Figure 1. M1 wires.
Supply wires on this layer in gray.
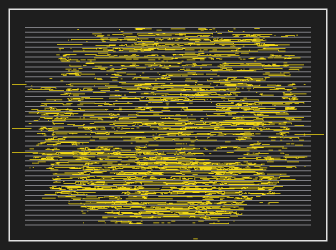
Figure 2. Layout detail.
Scale bar: 10 um. Region (72, 48) to (102, 78) um. Cells in gray, sequential cells in the stronger gray; small squares are vias.
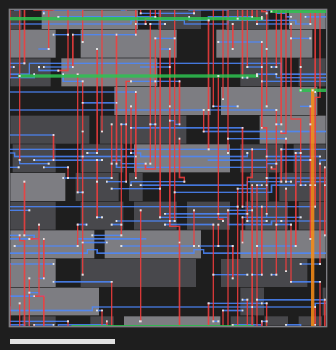
Figure 3. Metal 4.
Supply wires on this layer in gray.
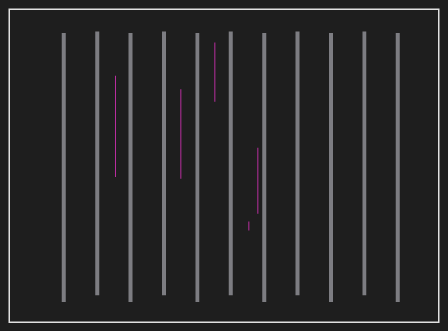
Figure 4. Clock wiring as the flow saved it.
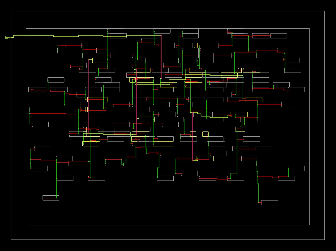
Figure 5. Wiring by layer.
Only two layers are drawn.
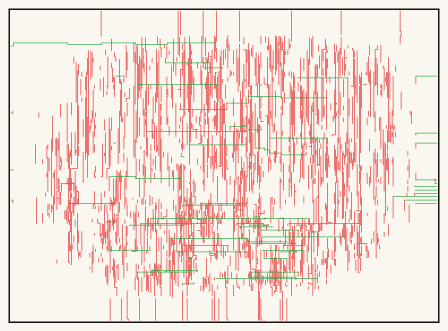
<file path="src/rtl/uart_rx_mon_pkg.sv">
// Shared types and constants for the UART receive monitor.
// Holds the receiver state encoding, error bit positions and the parity helper.
package uart_rx_mon_pkg;

  typedef enum logic [2:0] {
    IDLE   = 3'd0,
    START  = 3'd1,
    DATA   = 3'd2,
    PARITY = 3'd3,
    STOP   = 3'd4
  } rx_state_e;

  localparam int ERR_FRAME    = 0;
  localparam int ERR_PARITY   = 1;
  localparam int MIN_PRESCALE = 4;

  // A set result means the data parity combined with the received parity bit
  // disagrees with the selected sense.
  function automatic logic parity_error(input logic data_xor,
                                        input logic par_bit,
                                        input logic par_odd);
    return (data_xor ^ par_bit) != par_odd;
  endfunction

endpackage

</file>
<file path="src/rtl/uart_rx_mon_fifo.sv">
// Synchronous show-ahead FIFO with wrap-bit pointers.
// A push into a full FIFO is accepted only when a pop happens in the same cycle.
module uart_rx_mon_fifo #(
  parameter int WIDTH = 10,
  parameter int DEPTH = 8
) (
  input  logic                     HCLK,
  input  logic                     HRESETn,
  input  logic                     push,
  input  logic [WIDTH-1:0]         wdata,
  input  logic                     pop,
  output logic [WIDTH-1:0]         rdata,
  output logic                     full,
  output logic                     empty,
  output logic [$clog2(DEPTH):0]   level
);

  localparam int AW = $clog2(DEPTH);
  localparam logic [AW:0] PTR_ONE = {{AW{1'b0}}, 1'b1};

  logic [WIDTH-1:0] mem_r [DEPTH];
  logic [AW:0]      wptr_r;
  logic [AW:0]      rptr_r;
  logic             push_ok_s;
  logic             pop_ok_s;

  assign empty     = (wptr_r == rptr_r);
  assign full      = (wptr_r[AW] != rptr_r[AW]) && (wptr_r[AW-1:0] == rptr_r[AW-1:0]);
  assign level     = wptr_r - rptr_r;
  assign pop_ok_s  = pop & ~empty;
  assign push_ok_s = push & (~full | pop_ok_s);
  assign rdata     = mem_r[rptr_r[AW-1:0]];

  // Storage and pointer update
  always_ff @(posedge HCLK or negedge HRESETn) begin
    if (!HRESETn) begin
      wptr_r <= {(AW+1){1'b0}};
      rptr_r <= {(AW+1){1'b0}};
      for (int i = 0; i < DEPTH; i++) begin
        mem_r[i] <= {WIDTH{1'b0}};
      end
    end else begin
      if (push_ok_s) begin
        mem_r[wptr_r[AW-1:0]] <= wdata;
        wptr_r                <= wptr_r + PTR_ONE;
      end
      if (pop_ok_s) begin
        rptr_r <= rptr_r + PTR_ONE;
      end
    end
  end

endmodule

</file>
<file path="src/rtl/uart_rx_mon.sv">
// UART receive monitor: synchroniser, mid-bit sampling FSM and error-tagged receive FIFO.
// Frames are pushed as {parity_err, frame_err, data} at the stop-bit sample point.
module uart_rx_mon
  import uart_rx_mon_pkg::*;
#(
  parameter int DATA_W     = 8,
  parameter int FIFO_DEPTH = 8,
  parameter int PRESCALE_W = 16
) (
  input  logic                          HCLK,
  input  logic                          HRESETn,
  input  logic                          en,
  input  logic [PRESCALE_W-1:0]         prescale,
  input  logic                          parity_en,
  input  logic                          parity_odd,
  input  logic                          rx,
  input  logic                          rd,
  input  logic                          clr,
  output logic [DATA_W-1:0]             rdata,
  output logic [1:0]                    rerr,
  output logic                          rvalid,
  output logic [$clog2(FIFO_DEPTH):0]   level,
  output logic                          overrun,
  output logic                          busy
);

  localparam int IDX_W = $clog2(DATA_W);
  localparam int FW    = DATA_W + 2;
  localparam logic [PRESCALE_W-1:0] MIN_P   = PRESCALE_W'(MIN_PRESCALE);
  localparam logic [PRESCALE_W-1:0] CNT_ONE = {{(PRESCALE_W-1){1'b0}}, 1'b1};
  localparam logic [PRESCALE_W-1:0] CNT_ZERO = {PRESCALE_W{1'b0}};
  localparam logic [IDX_W-1:0]      IDX_ONE  = {{(IDX_W-1){1'b0}}, 1'b1};
  localparam logic [IDX_W-1:0]      IDX_LAST = IDX_W'(DATA_W - 1);

  logic                  sync1_r, sync2_r, prev_r;
  logic                  rxs_s, fall_s, bit_due_s;
  logic [PRESCALE_W-1:0] p_eff_s, half_s, full_s;
  rx_state_e             state_r, state_n;
  logic [PRESCALE_W-1:0] bcnt_r, bcnt_n;
  logic [IDX_W-1:0]      bidx_r, bidx_n;
  logic [DATA_W-1:0]     shreg_r, shreg_n;
  logic                  perr_r, perr_n;
  logic                  push_s, ferr_s, ovf_s;
  logic [1:0]            err_s;
  logic                  overrun_r, busy_r;
  logic                  fifo_full_s, fifo_empty_s;
  logic [FW-1:0]         fifo_rdata_s;

  assign rxs_s     = sync2_r;
  assign fall_s    = prev_r & ~rxs_s;
  assign p_eff_s   = (prescale < MIN_P) ? MIN_P : prescale;
  assign half_s    = (p_eff_s >> 1) - CNT_ONE;
  assign full_s    = p_eff_s - CNT_ONE;
  assign bit_due_s = (bcnt_r == CNT_ZERO);

  // Two-flop synchroniser plus one history flop for edge detection
  always_ff @(posedge HCLK or negedge HRESETn) begin
    if (!HRESETn) begin
      sync1_r <= 1'b1;
      sync2_r <= 1'b1;
      prev_r  <= 1'b1;
    end else begin
      sync1_r <= rx;
      sync2_r <= sync1_r;
      prev_r  <= sync2_r;
    end
  end

  // Receiver next-state, counter, shift and push decode
  always_comb begin
    state_n = state_r;
    bcnt_n  = bcnt_r;
    bidx_n  = bidx_r;
    shreg_n = shreg_r;
    perr_n  = perr_r;
    push_s  = 1'b0;
    ferr_s  = 1'b0;
    if (!en) begin
      state_n = IDLE;
      bidx_n  = {IDX_W{1'b0}};
    end else begin
      case (state_r)
        IDLE: begin
          if (fall_s) begin
            bcnt_n  = half_s;
            bidx_n  = {IDX_W{1'b0}};
            perr_n  = 1'b0;
            state_n = START;
          end else begin
            bcnt_n  = CNT_ZERO;
          end
        end
        START: begin
          if (!bit_due_s) begin
            bcnt_n = bcnt_r - CNT_ONE;
          end else if (rxs_s) begin
            state_n = IDLE;  // start bit did not hold: glitch
          end else begin
            bcnt_n  = full_s;
            state_n = DATA;
          end
        end
        DATA: begin
          if (!bit_due_s) begin
            bcnt_n = bcnt_r - CNT_ONE;
          end else begin
            shreg_n[bidx_r] = rxs_s;
            bcnt_n          = full_s;
            if (bidx_r == IDX_LAST) begin
              bidx_n  = {IDX_W{1'b0}};
              state_n = parity_en ? PARITY : STOP;
            end else begin
              bidx_n  = bidx_r + IDX_ONE;
            end
          end
        end
        PARITY: begin
          if (!bit_due_s) begin
            bcnt_n = bcnt_r - CNT_ONE;
          end else begin
            perr_n  = parity_error(^shreg_r, rxs_s, parity_odd);
            bcnt_n  = full_s;
            state_n = STOP;
          end
        end
        STOP: begin
          if (!bit_due_s) begin
            bcnt_n = bcnt_r - CNT_ONE;
          end else begin
            push_s  = 1'b1;
            ferr_s  = ~rxs_s;
            state_n = IDLE;
          end
        end
        default: begin
          state_n = IDLE;
        end
      endcase
    end
  end

  // Receiver state registers
  always_ff @(posedge HCLK or negedge HRESETn) begin
    if (!HRESETn) begin
      state_r <= IDLE;
      bcnt_r  <= CNT_ZERO;
      bidx_r  <= {IDX_W{1'b0}};
      shreg_r <= {DATA_W{1'b0}};
      perr_r  <= 1'b0;
      busy_r  <= 1'b0;
    end else begin
      state_r <= state_n;
      bcnt_r  <= bcnt_n;
      bidx_r  <= bidx_n;
      shreg_r <= shreg_n;
      perr_r  <= perr_n;
      busy_r  <= (state_n != IDLE);
    end
  end

  assign ovf_s = push_s & fifo_full_s & ~rd;

  // Sticky overrun; a new drop wins over a simultaneous clear
  always_ff @(posedge HCLK or negedge HRESETn) begin
    if (!HRESETn) begin
      overrun_r <= 1'b0;
    end else begin
      overrun_r <= ovf_s | (overrun_r & ~clr);
    end
  end

  always_comb begin
    err_s             = 2'b00;
    err_s[ERR_PARITY] = perr_r;
    err_s[ERR_FRAME]  = ferr_s;
  end

  uart_rx_mon_fifo #(
    .WIDTH (FW),
    .DEPTH (FIFO_DEPTH)
  ) u_fifo (
    .HCLK    (HCLK),
    .HRESETn (HRESETn),
    .push    (push_s),
    .wdata   ({err_s, shreg_r}),
    .pop     (rd),
    .rdata   (fifo_rdata_s),
    .full    (fifo_full_s),
    .empty   (fifo_empty_s),
    .level   (level)
  );

  assign rdata   = fifo_rdata_s[DATA_W-1:0];
  assign rerr    = fifo_rdata_s[DATA_W +: 2];
  assign rvalid  = ~fifo_empty_s;
  assign overrun = overrun_r;
  assign busy    = busy_r;

endmodule

</file>
<file path="config.mk">
export PLATFORM = sky130hd
export DESIGN_NAME = uart_rx_mon
export DESIGN_NICKNAME = d
export VERILOG_FILES = /design/src/rtl/uart_rx_mon_pkg.sv /design/src/rtl/uart_rx_mon_fifo.sv /design/src/rtl/uart_rx_mon.sv
export SDC_FILE = /design/constraint.sdc
export NUM_CORES = 1
export LEC_CHECK = 0
export CAP_MARGIN = 20
export CELL_PAD_IN_SITES_DETAIL_PLACEMENT = 1
export CELL_PAD_IN_SITES_GLOBAL_PLACEMENT = 2
export CORE_ASPECT_RATIO = 0.7
export CORE_MARGIN = 8
export CORE_UTILIZATION = 41
export CTS_CLUSTER_DIAMETER = 50
export DETAILED_ROUTE_END_ITERATION = 10
export PLACE_DENSITY = 0.8
export RECOVER_POWER = 100
export SLEW_MARGIN = 10
export SYNTH_ARGS = -nofsm -noshare
export SYNTH_HDL_FRONTEND = slang
export SYNTH_HIERARCHICAL = 1
export SYNTH_SLANG_ARGS = --single-unit
</file>
<file path="constraint.sdc">
create_clock -name HCLK -period 5.5 [get_ports HCLK]
set_input_delay 1.1 -clock HCLK [delete_from_list [all_inputs] [get_ports HCLK]]
set_output_delay 1.1 -clock HCLK [all_outputs]
set_load 0.01 [all_outputs]
</file>
==> deck_impl_summary.md <==
Key Metrics from the Run

Run status
  • Run status: complete, but fails checks
  • Failing checks: max-capacitance violations, max-slew violations

Routing
  • Iteration-0 DRC count of the detailed router: 487
  • Vias per cell: about 5.9
  • # DRC: 0
  • Routed Antenna Nets: 0
  • DR pass1 iterations: 5

Setup path
  • Worst flop-to-flop path endpoint: u_fifo/mem_r[64]
  • Critical Path Source: prescale[4]
  • Crit Path Category: in -> reg
  • Worst-path fanout max: 10
  • Critical path arrival: 5.05 ns
  • R2R Setup Slk: around 1 ns
  • CP endpoint kind: register
  • Reg2reg path depth: 9
  • Crit path DRT: around 5.8 ns
  • CP Launch Type: input pin
  • Critical Path Sink: bcnt_r[12]
  • Reg-to-reg critical path startpoint: bcnt_r[0]

Clock network
  • H-tree levels: 4
  • TritonCTS buffer count: 17
  • CTS sink cnt: about 120
  • Clock tree from TritonCTS: built
  • Clock Tree Buf Depth: 2
  • Setup Buffers After CTS: 0
  • # hold bufs at CTS: 0
  • Post-CTS sizing: 0
  • Later-pin clock latency in the skew report: 0.41 ns
  • CTS root buffer: clkbuf_16
  • Worst-path clk slew: around 0.060 ns

Yosys
  • Chip Area, Yosys: between 7000 and 8000 sq um
  • Top area contributor share: 42.3%
  • Dominant register cell: dfrtp_1
  • Count leader, synth: dfrtp_1
  • Top cells, area: dfrtp_1 42%, mux2_2 13%, mux4_2 6.3%
  • Post-synth EDFFs: 0
  • Count of cell types in the netlist: between 70 and 80
  • Syn Inst Count: 647
  • XORs/XNORs by Area: between 5 and 6%
  • Yosys reg bits: between 100 and 150
  • Ys cells: about 650
  • Comb area leader: multiplexers
  • Synth Area in Compound Gates: around a tenth
  • Simple-gate area share of the yosys netlist: between 15 and 20%
  • Synth cell count leaders: 121 x dfrtp_1, 81 x mux2_2, 58 x nand2_1
  • Largest area contributor in the netlist: dfrtp_1
  • Ys Warns: 6
  • Syn Std Cell Area: ~7000 sq um
  • Mux cell area share: between 10% and 20%
  • Syn nets: approximately 680
  • Synth Seq Share: between 40% and 50%
  • Syn avg cell area: between 10 and 15 sq um
  • Asr flop ratio synth: 100%
  • Adder-cell area share of the yosys netlist: 2.20%

Flow run
  • Max-cap violation count: 1
  • OpenROAD warnings: 27

Timing
  • Final number of setup-violating endpoints: 0
  • Fin. Hold Viols: 0
  • Crit share post-route: between 80% and 90%
  • Max Slew Vio Count: 55
  • Worst Skew: between 0.01 and 0.015 ns
  • Slew @ Worst Pin: 3.17 ns
  • Final worst slack: approximately 0.75 ns
  • Unrepaired setup endpoints after global routing: no
  • Slew headroom: -112%
  • Achievable Freq: 0.211 GHz
  • TNS Setup: 0 ns
  • Final min period: between 4 and 5 ns

Finish
  • Final nets: 718
  • Non-Filler Instances: a little over 900
  • Layout area overhead: 15.2%
  • Most common logic cells in the final layout: 121 x dfrtp_1, 78 x mux2_2, 58 x nand2_1, 31 x o21ai_0, 29 x xnor2_1
  • Final non-filler cell area: between 8000 and 9000 sq um
  • ANT cells: 0
  • Share of post-route cells with drive strength above 1: 21.3%
  • Commonest Layout Cell: dfrtp_1
  • # fillers: ~1900

Power
  • Worst IR drop on VDD: between 0.15 and 0.2 mV
  • Sw Ratio: 26.1%
  • Int Pwr: between 1.5 and 2 mW
  • P_leak: between 3 and 4 nW
  • Tot Pwr: about 2.3 mW
  • Pwr/cell area: between 200 and 300 nW/um^2
  • Combinational Power Share: around a tenth
  • Sequential Power Share: 41.9%
  • Clock network fraction of total power: roughly half
  • NetSw: between 0.5 and 0.6 mW

Global routing
  • Vias in the first global route: 5847
  • Remaining global-route overflow: 0
  • Initial antenna violation count: 0
  • Pin count of the biggest net entering global routing: ~72
  • Global-route wire length before repair: 33000 um

Placement
  • Worst slack, placed: 0.792 ns
  • Placed inst area: about 7700 sq um
  • Placed cell count: ~890
  • GP Congestion: 0.916
  • HPWL Detailed: 14000 um
  • Port bufs: 40

Hold path
  • Min-Delay Startpoint: sync1_r
  • Hold EP: rxs_s
  • Hold Path Cell Cnt: 0
  • Hold Crit Class: reg -> reg

Die
  • Total die size: about 22000 sq um
  • Chip width: 174 um
  • Die span in y: between 100 and 150 um
  • Fp_density: around two fifths
  • Io pins: roughly 41
  • Row cnt: around 40
  • Core box area: about 17000 sq um
Back to the opening pictures, Figure 1:
The wires run mostly horizontal. The longest straight run is 58.9 um. The layer holds 48% of the routed length.

Back to the opening pictures, Figure 2:
met2: drawn in red. met4: drawn in orange. met3: drawn in green. met1: drawn in blue.
Most frequent: dfrtp_1 (13), mux2_2 (13), mux4_2 (3). Sequential cells in the window: 13. 35 logic cells have their middle in the window. Netlist names of flops here include `u_fifo/mem_r` (12), `bcnt_r` (1).

Back to the opening pictures, Figure 3:
The layer carries 131 um of wire. The longest straight run is 40.8 um. The wires run mostly vertical. The layer holds 0.65% of the routed length. 3 nets have wire on it.
drt total wl: 20200 um
Vias: 5452

Back to the opening pictures, Figure 4:
clkbuf count: 18
seq_cells: 124

Back to the opening pictures, Figure 5:
met3: drawn in green, wire length 1090 um. met2: drawn in red, wire length 9250 um.
Tot GR Track Use: 18.8%
Avg WL per Cell: 21.8 um

## state kept, by name, summed over array words and instances (netlist names), 3 cells and up
| name | count |
|---|---|
| bcnt_r | 16 |
| bidx_r | 3 |
| shreg_r | 8 |
| state_r | 3 |
| u_fifo/mem_r | 80 |
| u_fifo/rptr_r | 4 |
| u_fifo/wptr_r | 4 |
## metal layers
layer / part of all wire (%) / global-route usage [%] / wire length [um] / vias to the layer above
li1: - / - / - / 2463
met1: 48 / 27.3 / 9690 / 2839
met2: 46 / 29.1 / 9250 / 137
met3: 5.4 / 3.23 / 1090 / 13
met4: 0.64 / 3.91 / 130 / 0
met5: 0 / 0 / 0 / -
## per-stage QoR
step / hold slack [ns] / utilization (%)
floorplan: 0.345 / -
global placement: 0.347 / 45.3
detailed placement: 0.348 / 45.3
CTS: 0.357 / 48.7
global route: 0.369 / 48.2
finish: 0.361 / 48.2
## final cells by class
type,instances,area (sq um),share of cell area (%)
multi-input combinational,468,3730,45.2
sequential,124,3110,37.7
timing repair buffer,51,465,5.65
clock buffer,18,439,5.33
tap,231,289,3.51
clock inverter,13,143,1.73
inverter,20,75.1,0.911
## power by group through the flow
stage	Sequential, mW	Combinational [mW]	Clock, mW
global route	0.963	0.251	1.17
detailed placement	0.975	0.230	0
finish	0.960	0.228	1.11
CTS	0.959	0.232	1.13
floorplan	0.962	0.144	0
global placement	0.973	0.225	0
## critical path, stage by stage
cell	delay, ns
clkdlybuf4s50_1	0.57
nor4_1	1.05
nand4_1	0.47
nand2_1	0.26
ha_1	0.26
nor4b_1	0.26
buf_4	0.22
nand4b_1	0.15
xor2_1	0.19
o2bb2ai_1	0.10
a31o_2	0.24
a22o_1	0.17
No activity file was given, so power comes from the tool's default toggle rates.
